Where the registers sit:
Other sequential cells in the stronger gray, the rest of the logic in the fainter gray.
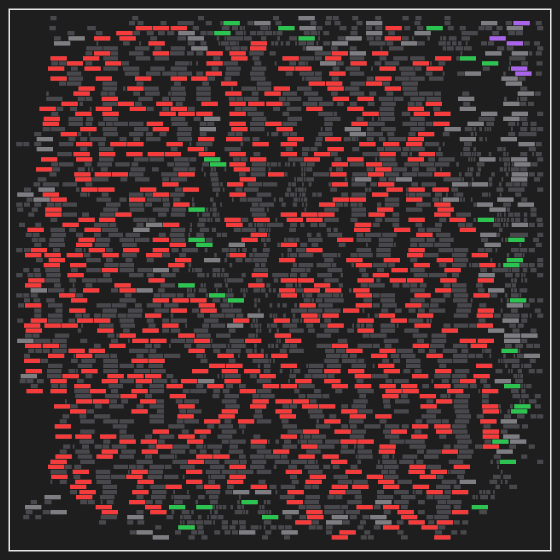
Supply network:
Pins as bars on the die edge.
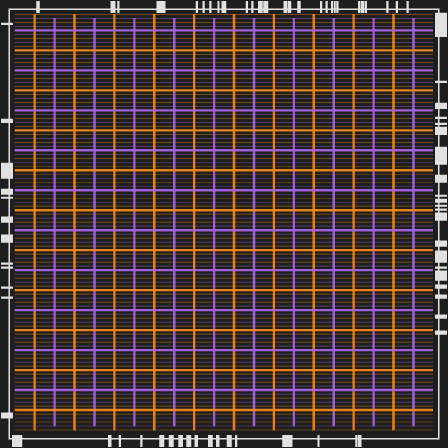
<file path="src/rtl/alu_pkg.sv">
// Shared constants, field positions and FSM encoding for the ALU issue controller.
// Build macro ALU_ISSUE_MUL_EN makes opcode 2 (MUL) a legal instruction.
package alu_pkg;

    localparam logic [3:0] OP_ADD = 4'd0;
    localparam logic [3:0] OP_SUB = 4'd1;
    localparam logic [3:0] OP_MUL = 4'd2;
    localparam logic [3:0] OP_OR  = 4'd3;
    localparam logic [3:0] OP_AND = 4'd4;
    localparam logic [3:0] OP_XOR = 4'd5;
    localparam logic [3:0] OP_CMP = 4'd6;

    localparam logic [2:0] SR_NONE = 3'b000;
    localparam logic [2:0] SR_RSH  = 3'b001;
    localparam logic [2:0] SR_LSH  = 3'b010;
    localparam logic [2:0] SR_ROR  = 3'b011;

    localparam int OPC_LO = 28;
    localparam int SRC_LO = 24;
    localparam int S_BIT  = 23;
    localparam int RD_LO  = 19;
    localparam int RN_LO  = 15;
    localparam int RM_LO  = 11;
    localparam int SRB_LO = 6;

    localparam int FLAG_N = 3;
    localparam int FLAG_Z = 2;
    localparam int FLAG_C = 1;
    localparam int FLAG_V = 0;

    typedef enum logic [1:0] {
        ST_IDLE,
        ST_DECODE,
        ST_EXEC,
        ST_WB
    } state_e;

    function automatic logic op_legal(input logic [3:0] op);
`ifdef ALU_ISSUE_MUL_EN
        return (op <= OP_CMP);
`else
        return (op <= OP_CMP) && (op != OP_MUL);
`endif
    endfunction

endpackage

</file>
<file path="src/rtl/alu_issue_flags.sv">
// Next-state computation of the {N,Z,C,V} flags register.
module alu_issue_flags
    import alu_pkg::*;
(
    input  logic [31:0] in1_i,
    input  logic [31:0] in2_i,
    input  logic [31:0] result_i,
    input  logic [3:0]  opcode_i,
    input  logic [2:0]  sr_cont_i,
    input  logic        s_i,
    input  logic [3:0]  flags_i,
    output logic [3:0]  flags_o
);

    logic [32:0] sum;
    logic [32:0] diff;
    logic        is_cmp;
    logic        shifted;

    assign sum     = {1'b0, in1_i} + {1'b0, in2_i};
    assign diff    = {1'b0, in1_i} - {1'b0, in2_i};
    assign is_cmp  = (opcode_i == OP_CMP);
    assign shifted = (sr_cont_i == SR_RSH) || (sr_cont_i == SR_LSH) || (sr_cont_i == SR_ROR);

    always_comb begin
        flags_o = flags_i;
        if (s_i || is_cmp) begin
            flags_o[FLAG_N] = result_i[31];
            flags_o[FLAG_Z] = (result_i == 32'd0);
            // C/V describe the raw operand sum/difference, so a shifted operand leaves them alone
            if (!shifted) begin
                if (opcode_i == OP_ADD) begin
                    flags_o[FLAG_C] = sum[32];
                    flags_o[FLAG_V] = (in1_i[31] == in2_i[31]) && (sum[31] != in1_i[31]);
                end else if ((opcode_i == OP_SUB) || is_cmp) begin
                    flags_o[FLAG_C] = ~diff[32];
                    flags_o[FLAG_V] = (in1_i[31] != in2_i[31]) && (diff[31] != in1_i[31]);
                end
            end
        end
    end

endmodule

</file>
<file path="src/rtl/alu_issue_ctrl.sv">
// Issue/writeback controller around an external combinational ALU (IDLE->DECODE->EXEC->WB).
// Build macro ALU_ISSUE_MUL_EN enables MUL with MUL_LAT extra EXEC cycles.
module alu_issue_ctrl
    import alu_pkg::*;
#(
    parameter int MUL_LAT = 0
) (
    input  logic        clk,
    input  logic        rst,
    input  logic        instr_valid,
    input  logic [31:0] instr,
    output logic        instr_ready,
    output logic [31:0] alu_in1,
    output logic [31:0] alu_in2,
    output logic [3:0]  alu_opcode,
    output logic [2:0]  alu_sr_cont,
    output logic [4:0]  alu_sr_bit,
    input  logic [31:0] alu_out,
    output logic [3:0]  flags,
    output logic        done,
    output logic        err,
    input  logic [3:0]  dbg_addr,
    output logic [31:0] dbg_data
);

    localparam logic [1:0] MUL_CNT = 2'(MUL_LAT);

    state_e      state_q, state_d;
    logic [3:0]  opc_q, rd_q, rn_q, rm_q;
    logic [2:0]  src_q;
    logic        s_q;
    logic [4:0]  srb_q;
    logic [31:0] op1_q, op2_q, result_q;
    logic [3:0]  aop_q, flags_q, flags_d;
    logic [2:0]  asr_q;
    logic [4:0]  asb_q;
    logic [1:0]  cnt_q;
    logic        ill_q;
    logic [31:0] regs_q [16];

    logic unused_instr_bits;
    assign unused_instr_bits = ^{instr[27], instr[5:0]};

    always_comb begin
        state_d = state_q;
        case (state_q)
            ST_IDLE:   if (instr_valid) state_d = ST_DECODE;
            ST_DECODE: state_d = op_legal(opc_q) ? ST_EXEC : ST_WB;
            ST_EXEC:   if (cnt_q == 2'd0) state_d = ST_WB;
            ST_WB:     state_d = ST_IDLE;
            default:   state_d = ST_IDLE;
        endcase
    end

    always_ff @(posedge clk or posedge rst) begin
        if (rst) begin
            state_q  <= ST_IDLE;
            opc_q    <= '0;
            rd_q     <= '0;
            rn_q     <= '0;
            rm_q     <= '0;
            src_q    <= '0;
            s_q      <= 1'b0;
            srb_q    <= '0;
            op1_q    <= '0;
            op2_q    <= '0;
            aop_q    <= '0;
            asr_q    <= '0;
            asb_q    <= '0;
            result_q <= '0;
            cnt_q    <= '0;
            ill_q    <= 1'b0;
            flags_q  <= '0;
            for (int i = 0; i < 16; i++) regs_q[i] <= '0;
        end else begin
            state_q <= state_d;
            case (state_q)
                ST_IDLE: if (instr_valid) begin
                    opc_q <= instr[OPC_LO +: 4];
                    src_q <= instr[SRC_LO +: 3];
                    s_q   <= instr[S_BIT];
                    rd_q  <= instr[RD_LO +: 4];
                    rn_q  <= instr[RN_LO +: 4];
                    rm_q  <= instr[RM_LO +: 4];
                    srb_q <= instr[SRB_LO +: 5];
                end
                ST_DECODE: begin
                    ill_q <= !op_legal(opc_q);
                    cnt_q <= (opc_q == OP_MUL) ? MUL_CNT : 2'd0;
                    if (op_legal(opc_q)) begin
                        op1_q <= regs_q[rn_q];
                        op2_q <= regs_q[rm_q];
                        // CMP is a SUB whose result is only used for flags
                        aop_q <= (opc_q == OP_CMP) ? OP_SUB : opc_q;
                        asr_q <= src_q;
                        asb_q <= srb_q;
                    end
                end
                ST_EXEC: begin
                    if (cnt_q == 2'd0) result_q <= alu_out;
                    else               cnt_q    <= cnt_q - 2'd1;
                end
                ST_WB: if (!ill_q) begin
                    flags_q <= flags_d;
                    if (opc_q != OP_CMP) regs_q[rd_q] <= result_q;
                end
                default: ;
            endcase
        end
    end

    alu_issue_flags u_flags (
        .in1_i     (op1_q),
        .in2_i     (op2_q),
        .result_i  (result_q),
        .opcode_i  (opc_q),
        .sr_cont_i (asr_q),
        .s_i       (s_q),
        .flags_i   (flags_q),
        .flags_o   (flags_d)
    );

    assign instr_ready = (state_q == ST_IDLE) && !rst;
    assign done        = (state_q == ST_WB) && !ill_q;
    assign err         = (state_q == ST_WB) && ill_q;
    assign alu_in1     = op1_q;
    assign alu_in2     = op2_q;
    assign alu_opcode  = aop_q;
    assign alu_sr_cont = asr_q;
    assign alu_sr_bit  = asb_q;
    assign flags       = flags_q;
    assign dbg_data    = regs_q[dbg_addr];

endmodule

</file>
<file path="config.mk">
export PLATFORM = sky130hd
export DESIGN_NAME = alu_issue_ctrl
export DESIGN_NICKNAME = d
export VERILOG_FILES = /design/src/rtl/alu_pkg.sv /design/src/rtl/alu_issue_flags.sv /design/src/rtl/alu_issue_ctrl.sv
export SDC_FILE = /design/constraint.sdc
export NUM_CORES = 2
export LEC_CHECK = 0
export CAP_MARGIN = 20
export CELL_PAD_IN_SITES_DETAIL_PLACEMENT = 0
export CELL_PAD_IN_SITES_GLOBAL_PLACEMENT = 1
export CORE_MARGIN = 3
export CORE_UTILIZATION = 46
export DETAILED_ROUTE_END_ITERATION = 6
export GPL_TIMING_DRIVEN = 0
export PLACE_DENSITY_LB_ADDON = 0.1
export SKIP_LAST_GASP = 1
export SYNTH_ARGS = -nofsm -noshare
export SYNTH_HDL_FRONTEND = slang
export SYNTH_SLANG_ARGS = --single-unit
</file>
<file path="constraint.sdc">
create_clock -name clk -period 29.6 [get_ports clk]
set_input_delay 7.4 -clock clk [delete_from_list [all_inputs] [get_ports clk]]
set_output_delay 7.4 -clock clk [all_outputs]
set_load 0.01 [all_outputs]
</file>
==> results.cfg <==
; synthesis and place-and-route metrics
[global_route]
gr-usage-met2_pct = 47.5
grt_usage_pct = 30.3
grt_first_pass_wirelength_um = 184000
grt-ovfl-total = 0

[synth]
synth_cell_type_count = 46
netlist.top_cell.by_area = dfrtp_1
yosysCellCount = 2316
topCellsByArea = dfrtp_1 (44%), mux4_2 (29%), mux2_2 (18%)
avgSynthCellArea_um2 = 16.2
synth_top_flop_cell = dfrtp_1
ys_sh_mux_pct = 47.2
fp_nets = 2455
ys_sh_simple_pct = 2.01
async_flop_share_pct = 100
top_cells_by_count = dfrtp_1 (654), mux2_2 (595), mux4_2 (480)

[sta]
rsz0062_at_grt = no
worst_pin_slew_ps = 1300
layout_setup_ws_ps = 11390
period_used_pct = 61.5
hold_slack_ps = 493

[layout]
clk_share_pct = 5.87
top_area_cell_class = logic gates
largest_register_ffs = 512
final-comb-area_um2 = 19900
antenna_cells = 1
sh_comb_area_pct = 45.8
drive_gt1_share_pct = 50.5
instances_no_fill = 3700
lay_top_cells = dfrtp_1 (654), mux2_2 (595), mux4_2 (480)
bufAreaShareNonClock_pct = 7.17
seq_share_pct = 37.7
lay_top_count = dfrtp_1

[clock_tree]
ctsHoldBuffers = 0
path_clk_slew_ps = 60
cts_setup_buffers = 0

[setup_path]
crit_cells = 6
crit_family = buffers and inverters
endpoint = dbg_data[30]
worstReg2RegEnd = flags[0]
slowest_stage = buf_1
path_buffers = 4
cp-start-kind = primary input
worstReg2RegStart = alu_in2[14]
criticalPathCategory = primary input to output pin

[hold_path]
holdPathStages = 2
whs_endpoint = cnt_q[1]

[place]
place.port_buffers = 175
dp_hpwl_um = 89300
dpl_worst_slack_ps = 11460

[detailed_routing]
top_layer_used = met5
drt_iter0_markers = 2198
wl_met1_um = 51900
dr_total_vias = 24200
wl_um = 127000
dr_wl_met3_um = 11000
drc = 0

[outcome]
outcome = complete, no violations

[power]
p_leak_uw = 0.0189
powerSeq_uw = 1580

[floorplan]
taps = 1060
io_pins = 186
About 'where the registers sit':
Key: red = regs_q [sequential cells 512, where all over the die]; purple = alu_sr_bit [sequential cells 5, where north-east]; green = alu_in2 [sequential cells 32]
Another 105 sequential cells are not colored.

About 'supply network':
Key: orange = VSS; purple = VDD
20 straps on met5. 20 straps on met4. 105 met1 rails follow the rows. 186 signal pins sit on the boundary.
Max VDD drop: 0.0568 mV
die width: 291 um
Die H: 291 um
Core ar.: 80500 um^2

